$ cat src/rtl/receiver_pkg.sv
// Shared definitions for the UART receiver.
//   UART_pkg : FIFO depth, configuration-request threshold, data-width and
//              stop-bit codes, helper to map a width code to its last bit index.
//   fsm_pkg  : receiver state encoding.
package UART_pkg;
    localparam int RX_FIFO_DEPTH = 8;
    // Continuous low time, in clk_i cycles, that is read as a configuration request.
    localparam int COUNT_1MS = 1000;

    localparam logic [1:0] DW_5BIT = 2'd0;
    localparam logic [1:0] DW_6BIT = 2'd1;
    localparam logic [1:0] DW_7BIT = 2'd2;
    localparam logic [1:0] DW_8BIT = 2'd3;

    localparam logic [1:0] SB_1BIT = 2'd0;
    localparam logic [1:0] SB_2BIT = 2'd1;

    // Index of the final data bit for a width code (5 bits -> index 4).
    function automatic logic [2:0] last_bit_idx(input logic [1:0] dw);
        return 3'd4 + {1'b0, dw};
    endfunction
endpackage

package fsm_pkg;
    typedef enum logic [2:0] {
        RX_IDLE,
        RX_START,
        RX_DATA,
        RX_PARITY,
        RX_STOP,
        RX_CFG_WAIT
    } receiver_fsm_e;
endpackage

$ cat src/rtl/receiver_fifo.sv
// Receive FIFO, first-word-fall-through.
//   sync_fifo_interface : write/read/flush controls, write data, head data, status.
//   sync_FIFO_buffer    : clk_i, rst_n_i (synchronous, active low), bus (fifo modport).
// The head reads as zero while empty. A write while full is dropped unless a
// read happens in the same cycle, in which case both take effect.
interface sync_fifo_interface;
    logic       wr_en;
    logic       rd_en;
    logic       flush;
    logic [7:0] wr_data;
    logic [7:0] rd_data;
    logic       empty;
    logic       full;

    modport fifo (input wr_en, rd_en, flush, wr_data, output rd_data, empty, full);
    modport user (output wr_en, rd_en, flush, wr_data, input rd_data, empty, full);
endinterface

module sync_FIFO_buffer
    import UART_pkg::*;
(
    input  logic            clk_i,
    input  logic            rst_n_i,
    sync_fifo_interface.fifo bus
);
    localparam int AW = $clog2(RX_FIFO_DEPTH);
    localparam int CW = $clog2(RX_FIFO_DEPTH + 1);

    logic [7:0]    mem [RX_FIFO_DEPTH];
    logic [AW-1:0] wr_ptr;
    logic [AW-1:0] rd_ptr;
    logic [CW-1:0] count;
    logic          do_wr;
    logic          do_rd;

    function automatic logic [AW-1:0] ptr_inc(input logic [AW-1:0] p);
        return (p == AW'(RX_FIFO_DEPTH - 1)) ? '0 : p + 1'b1;
    endfunction

    assign bus.empty   = (count == '0);
    assign bus.full    = (count == CW'(RX_FIFO_DEPTH));
    assign bus.rd_data = bus.empty ? 8'h00 : mem[rd_ptr];
    assign do_rd       = bus.rd_en && !bus.empty;
    assign do_wr       = bus.wr_en && (!bus.full || do_rd);

    always_ff @(posedge clk_i) begin
        if (!rst_n_i || bus.flush) begin
            wr_ptr <= '0;
            rd_ptr <= '0;
            count  <= '0;
        end else begin
            if (do_wr) wr_ptr <= ptr_inc(wr_ptr);
            if (do_rd) rd_ptr <= ptr_inc(rd_ptr);
            case ({do_wr, do_rd})
                2'b10:   count <= count + 1'b1;
                2'b01:   count <= count - 1'b1;
                default: count <= count;
            endcase
        end
    end

    always_ff @(posedge clk_i) begin
        if (do_wr) mem[wr_ptr] <= bus.wr_data;
    end
endmodule

$ cat src/rtl/receiver.sv
// UART receiver with 16x oversampling, receive FIFO and line-low
// configuration-request detection.
// Ports:
//   clk_i, rst_n_i (synchronous, active low), enable (allows new frames),
//   ov_baud_rt_i (16x baud tick), rx_i (serial line, idle high),
//   rx_fifo_read_i (pop head), data_width_i / stop_bits_number_i /
//   parity_mode_i (frame format), data_rx_o (FIFO head), rx_done_o and
//   frame/parity/overrun error pulses, config_req_slv_o, FIFO empty/full.
//
// state        | meaning
// RX_IDLE      | line idle, waiting for a falling edge
// RX_START     | timing to the middle of the start bit
// RX_DATA      | sampling data bits, LSB first
// RX_PARITY    | sampling the parity bit
// RX_STOP      | sampling one or two stop bits, frame ends here
// RX_CFG_WAIT  | configuration request seen, waiting for the line to rise
module receiver
    import UART_pkg::*;
    import fsm_pkg::*;
(
    input  logic       clk_i,
    input  logic       rst_n_i,
    input  logic       enable,
    input  logic       ov_baud_rt_i,
    input  logic       rx_i,
    input  logic       rx_fifo_read_i,
    input  logic [1:0] data_width_i,
    input  logic [1:0] stop_bits_number_i,
    input  logic [1:0] parity_mode_i,
    output logic [7:0] data_rx_o,
    output logic       rx_done_o,
    output logic       frame_error_o,
    output logic       parity_error_o,
    output logic       overrun_error_o,
    output logic       config_req_slv_o,
    output logic       rx_fifo_empty_o,
    output logic       rx_fifo_full_o
);
    localparam int LW = $clog2(COUNT_1MS + 1);

    receiver_fsm_e state, state_next;
    logic          rx_meta, rx_s;
    logic [LW-1:0] low_cnt;
    logic [3:0]    tick_cnt, tick_next;
    logic [2:0]    bit_idx, bit_next;
    logic [7:0]    data_reg, data_next;
    logic          second_stop, second_next;
    logic          perr_lat, perr_next;
    logic          ferr_lat, ferr_next;
    logic          frame_end;
    logic          low_hit;
    logic          tick_done;

    sync_fifo_interface fifo_if ();

    sync_FIFO_buffer u_fifo (
        .clk_i   (clk_i),
        .rst_n_i (rst_n_i),
        .bus     (fifo_if)
    );

    assign fifo_if.wr_en   = frame_end;
    assign fifo_if.rd_en   = rx_fifo_read_i;
    assign fifo_if.flush   = low_hit;
    assign fifo_if.wr_data = data_reg;
    assign data_rx_o       = fifo_if.rd_data;
    assign rx_fifo_empty_o = fifo_if.empty;
    assign rx_fifo_full_o  = fifo_if.full;

    // The low counter saturates at the threshold, so this fires once per low period.
    assign low_hit   = !rx_s && (low_cnt == LW'(COUNT_1MS - 1));
    // Bit timer is a down-counter; the terminal count on a tick is the sample point.
    assign tick_done = ov_baud_rt_i && (tick_cnt == 4'd0);

    always_ff @(posedge clk_i) begin
        if (!rst_n_i) begin
            rx_meta          <= 1'b1;
            rx_s             <= 1'b1;
            low_cnt          <= '0;
            state            <= RX_IDLE;
            tick_cnt         <= 4'd0;
            bit_idx          <= 3'd0;
            data_reg         <= 8'h00;
            second_stop      <= 1'b0;
            perr_lat         <= 1'b0;
            ferr_lat         <= 1'b0;
            rx_done_o        <= 1'b0;
            frame_error_o    <= 1'b0;
            parity_error_o   <= 1'b0;
            overrun_error_o  <= 1'b0;
            config_req_slv_o <= 1'b0;
        end else begin
            rx_meta <= rx_i;
            rx_s    <= rx_meta;
            if (rx_s) begin
                low_cnt <= '0;
            end else if (low_cnt != LW'(COUNT_1MS)) begin
                low_cnt <= low_cnt + 1'b1;
            end
            state            <= state_next;
            tick_cnt         <= tick_next;
            bit_idx          <= bit_next;
            data_reg         <= data_next;
            second_stop      <= second_next;
            perr_lat         <= perr_next;
            ferr_lat         <= ferr_next;
            rx_done_o        <= frame_end;
            frame_error_o    <= frame_end && ferr_next;
            parity_error_o   <= frame_end && perr_lat;
            overrun_error_o  <= frame_end && fifo_if.full && !rx_fifo_read_i;
            config_req_slv_o <= low_hit;
        end
    end

    always_comb begin
        state_next  = state;
        tick_next   = tick_cnt;
        bit_next    = bit_idx;
        data_next   = data_reg;
        second_next = second_stop;
        perr_next   = perr_lat;
        ferr_next   = ferr_lat;
        frame_end   = 1'b0;

        case (state)
            RX_IDLE: begin
                if (!rx_s && enable) begin
                    state_next = RX_START;
                    tick_next  = 4'd7;
                end
            end
            RX_START: begin
                if (tick_done) begin
                    if (rx_s) begin
                        state_next = RX_IDLE;
                    end else begin
                        state_next  = RX_DATA;
                        tick_next   = 4'd15;
                        bit_next    = 3'd0;
                        data_next   = 8'h00;
                        second_next = 1'b0;
                        perr_next   = 1'b0;
                        ferr_next   = 1'b0;
                    end
                end else if (ov_baud_rt_i) begin
                    tick_next = tick_cnt - 1'b1;
                end
            end
            RX_DATA: begin
                if (tick_done) begin
                    data_next[bit_idx] = rx_s;
                    tick_next          = 4'd15;
                    if (bit_idx == last_bit_idx(data_width_i)) begin
                        state_next = parity_mode_i[1] ? RX_STOP : RX_PARITY;
                    end else begin
                        bit_next = bit_idx + 1'b1;
                    end
                end else if (ov_baud_rt_i) begin
                    tick_next = tick_cnt - 1'b1;
                end
            end
            RX_PARITY: begin
                if (tick_done) begin
                    perr_next  = ((^data_reg) ^ rx_s) != parity_mode_i[0];
                    tick_next  = 4'd15;
                    state_next = RX_STOP;
                end else if (ov_baud_rt_i) begin
                    tick_next = tick_cnt - 1'b1;
                end
            end
            RX_STOP: begin
                if (tick_done) begin
                    ferr_next = ferr_lat || !rx_s;
                    tick_next = 4'd15;
                    if (stop_bits_number_i == SB_2BIT && !second_stop) begin
                        second_next = 1'b1;
                    end else begin
                        frame_end  = 1'b1;
                        state_next = RX_IDLE;
                    end
                end else if (ov_baud_rt_i) begin
                    tick_next = tick_cnt - 1'b1;
                end
            end
            RX_CFG_WAIT: begin
                if (rx_s) state_next = RX_IDLE;
            end
            default: state_next = RX_IDLE;
        endcase

        // A configuration request aborts whatever frame is in flight.
        if (low_hit) begin
            state_next = RX_CFG_WAIT;
            frame_end  = 1'b0;
        end
    end
endmodule

$ cat config.mk
export PLATFORM = sky130hd
export DESIGN_NAME = receiver
export DESIGN_NICKNAME = d
export VERILOG_FILES = /design/src/rtl/receiver_pkg.sv /design/src/rtl/receiver_fifo.sv /design/src/rtl/receiver.sv
export SDC_FILE = /design/constraint.sdc
export NUM_CORES = 1
export LEC_CHECK = 0
export ABC_AREA = 1
export CAP_MARGIN = 30
export CORE_ASPECT_RATIO = 1.75
export CORE_MARGIN = 2
export CORE_UTILIZATION = 48
export DETAILED_ROUTE_END_ITERATION = 10
export PLACE_DENSITY = 0.75
export SYNTH_ARGS = -nofsm -noshare
export SYNTH_HDL_FRONTEND = slang
export SYNTH_HIERARCHICAL = 1
export SYNTH_SLANG_ARGS = --single-unit
$ cat constraint.sdc
create_clock -name clk_i -period 3.1 [get_ports clk_i]
set_input_delay 0.465 -clock clk_i [delete_from_list [all_inputs] [get_ports clk_i]]
set_output_delay 0.465 -clock clk_i [all_outputs]
set_load 0.005 [all_outputs]
==> GITHUB_STEP_SUMMARY <==
## PnR job results

| Metric | Value |
|---|---|
| TritonCTS clock tree | built |
| Site Rows | 51 |
| H-tree level count | 4 |
| Source of the worst register-to-register timing path | low_cnt[0]$_SDFFE_PP0P_ |
| Top fanout value on the critical path | 32 |
| Effective utilization at floorplan | 48.6% |
| Vias in the first global route | 4360 |
| Static leakage | 2.60 nW |
| Most common cell after layout, fill and taps aside | sky130_fd_sc_hd__nand2_1 |
| RSZ-0062 raised after global routing | no |
| Final min period | 2890 ps |
| Clock root buffer master | sky130_fd_sc_hd__clkbuf_16 |
| Global-route wire length before repair | 20.0 mm |
| Fraction of post-synthesis cell area in the top cell type by area | 35.8% |
| Average via count per standard cell | 5.31 |
| Max VDD drop | 0.535 mV |
| Power density over the cells | 773 nW/um2 |
| Total wire length | 12.2 mm |
| Top flip-flop cell by instance count after synthesis | sky130_fd_sc_hd__edfxtp_1 |
| CP required | 2630 ps |
| Placeable Area | 11000 um2 |
| Number of clock buffers inserted by TritonCTS | 17 |
| Max-cap violation count | 0 |
| Tool warnings | 29 |
| Remaining number of nets flagged by the antenna check after routing | 0 |
| Die Size | 12100 um2 |
| Run status | finished clean |
| Pin count of the biggest net entering global routing | 33 |
| Setup violations, final | 0 |
| Port bufs | 26 |
| GRT Residual Overflow | 0 |
| Final Hold Slack | 428 ps |
| Reg2Reg Depth | 16 |
| Leading cell types by count after synthesis | sky130_fd_sc_hd__nand2_1, sky130_fd_sc_hd__nor2_1, sky130_fd_sc_hd__edfxtp_1, sky130_fd_sc_hd__inv_1, sky130_fd_sc_hd__dfxtp_1 |
| Yosys warning total | 6 |
| Number of buffers inserted to repair setup after CTS | 0 |
| Type of the setup path with the least slack | reg -> out |
| Flops after synth | 115 |
| Average detailed-routed wire length per instance | 15.2 um |
| Number of gates given a new drive strength after cts | 0 |
| Final Max Tran Viols | 0 |
| Die width | 84.0 um |
| Fmax | 346 MHz |
| Share of flip-flops with an asynchronous set or reset | 0% |
| Number of vias in the routed layout | 4278 |
| Clock Tree Buf Depth | 2 |
| Half-perimeter wire length after detailed placement | 8.67 mm |
| Measured slew at the worst slew-check pin | 553 ps |
| Floorplan Nets | 641 |
| Most used cells in the layout excluding fill and tap cells | sky130_fd_sc_hd__nand2_1, sky130_fd_sc_hd__nor2_1, sky130_fd_sc_hd__edfxtp_1, sky130_fd_sc_hd__inv_1, sky130_fd_sc_hd__dfxtp_1 |
| Data arrival time of the critical path | 2420 ps |
| Sequential cell area fraction in the yosys report | 54.8% |
| Class of the tightest hold or removal check | reg -> reg |
| Number of instances in the synthesized netlist | 617 |
| First-pass DRT Iterations | 5 |
| Late-Pin Clk Latency | 420 ps |
| Crit path to | data_rx_o[3] |
| Io pins | 27 |
| Biggest area consumer among synthesized cells | sky130_fd_sc_hd__edfxtp_1 |
| Clock tree sinks | 115 |
| Total of fill cells in the finished design | 908 |
| Final sum of negative setup slack | 0 ps |
| Synth top area cells | sky130_fd_sc_hd__edfxtp_1, sky130_fd_sc_hd__dfxtp_1, sky130_fd_sc_hd__nand2_1 |
| Post-route DRC violation count | 0 |
| DRT iter0 DRCs | 262 |
| Fin Clk Skew | 8.29 ps |
| Count of nets after finishing | 684 |
| Area growth from synthesis to layout | 18.5% |
| Reg2Reg Capture Point | u_fifo/count[2]$_SDFFE_PP0P_ |
[worst min path at each step]
stage / start / to / slack (ps) / cells after the start
floorplan: rx_meta$_SDFF_PN1_ / rx_s$_SDFF_PN1_ / 390 / 1
global placement: rx_meta$_SDFF_PN1_ / rx_s$_SDFF_PN1_ / 420 / 1
detailed placement: rx_meta$_SDFF_PN1_ / rx_s$_SDFF_PN1_ / 420 / 1
CTS: rx_meta$_SDFF_PN1_ / rx_s$_SDFF_PN1_ / 440 / 1
global route: rx_meta$_SDFF_PN1_ / rx_s$_SDFF_PN1_ / 470 / 1
finish: rx_meta$_SDFF_PN1_ / rx_s$_SDFF_PN1_ / 430 / 1
[critical path, cell delays in order, from the launching register on]
cell and delay, ps:
sky130_fd_sc_hd__dfxtp_1 460, sky130_fd_sc_hd__inv_2 450, sky130_fd_sc_hd__o21ai_0 140, sky130_fd_sc_hd__o22ai_1 260, sky130_fd_sc_hd__nor2_1 80, sky130_fd_sc_hd__nor2_1 120
sky130_fd_sc_hd__clkdlybuf4s50_1 500
[through the flow]
| stage | instance area (um2) | worst slack [ps] | power (W) | instances |
|---|---|---|---|---|
| floorplan | 5370 | 864 | 0.00272 | 617 |
| global placement | 5810 | 461 | 0.00309 | 773 |
| detailed placement | 5810 | 318 | 0.00314 | 773 |
| CTS | 6360 | 186 | 0.00494 | 805 |
| global route | 6360 | 13.3 | 0.00520 | 805 |
| finish | 6360 | 212 | 0.00492 | 805 |
[cell type report]
cell class              count  area [um2]  area share (%)
flip-flops and latches    115        2940            46.3
multi-input cells         423        2110            33.1
clock buffers              17         425            6.69
repair buffers             39         358            5.63
inverters                  64         240            3.78
well taps                 132         165            2.60
clock inverters            15         123            1.93
[metal layers]
| layer | share of wire (%) | vias up | routed length, um | GRT usage (%) |
|---|---|---|---|---|
| li1 | - | 2150 | - | - |
| met1 | 36 | 1990 | 4430 | 20.4 |
| met2 | 58 | 108 | 7060 | 42.1 |
| met3 | 2.9 | 30 | 357 | 4.48 |
| met4 | 2.9 | 0 | 354 | 10.4 |
| met5 | 0 | - | 0 | 0 |
[where the power goes]
group	switching, W	internal, W	total (W)	leakage (nW)
Sequential	0.000135	0.00168	0.00181	1.12
Clock	0.000758	0.00104	0.00180	0.263
Combinational	0.000769	0.000539	0.00131	1.22
Total	0.00166	0.00326	0.00492	2.60
[kinds of logic (layout without fill, tap and decap cells)]
family                     count (synthesis)  count (layout)  share of synthesized area, %
and+or+nand+nor                          288             288                          23.6
AOI/OAI and AO/OA                        116             116                          11.7
DFF                                      115             115                          54.8
buffers and inverters                     79             135                          5.96
adders and majority gates                 12              12                          2.80
xor gates and xnor gates                   7               7                          1.14
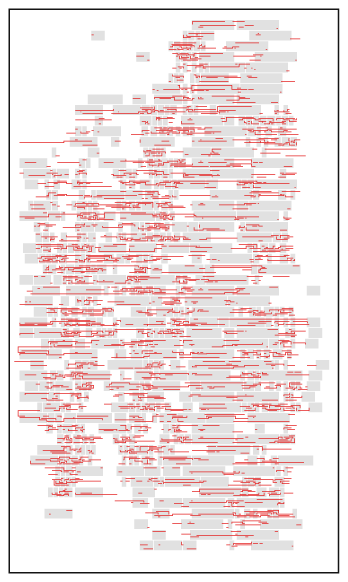
(images/layer_met1.png)
wire length on this layer: 4430 um
longest straight run: 23.5 um
share of all routed wire: 36%

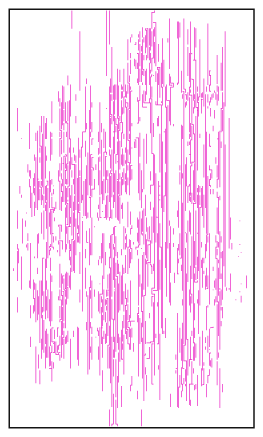
(images/layer_met2.png)
main direction: vertical
wire length on this layer: 7060 um
longest straight run: 87.0 um

No activity file was given, so power comes from the tool's default toggle rates.
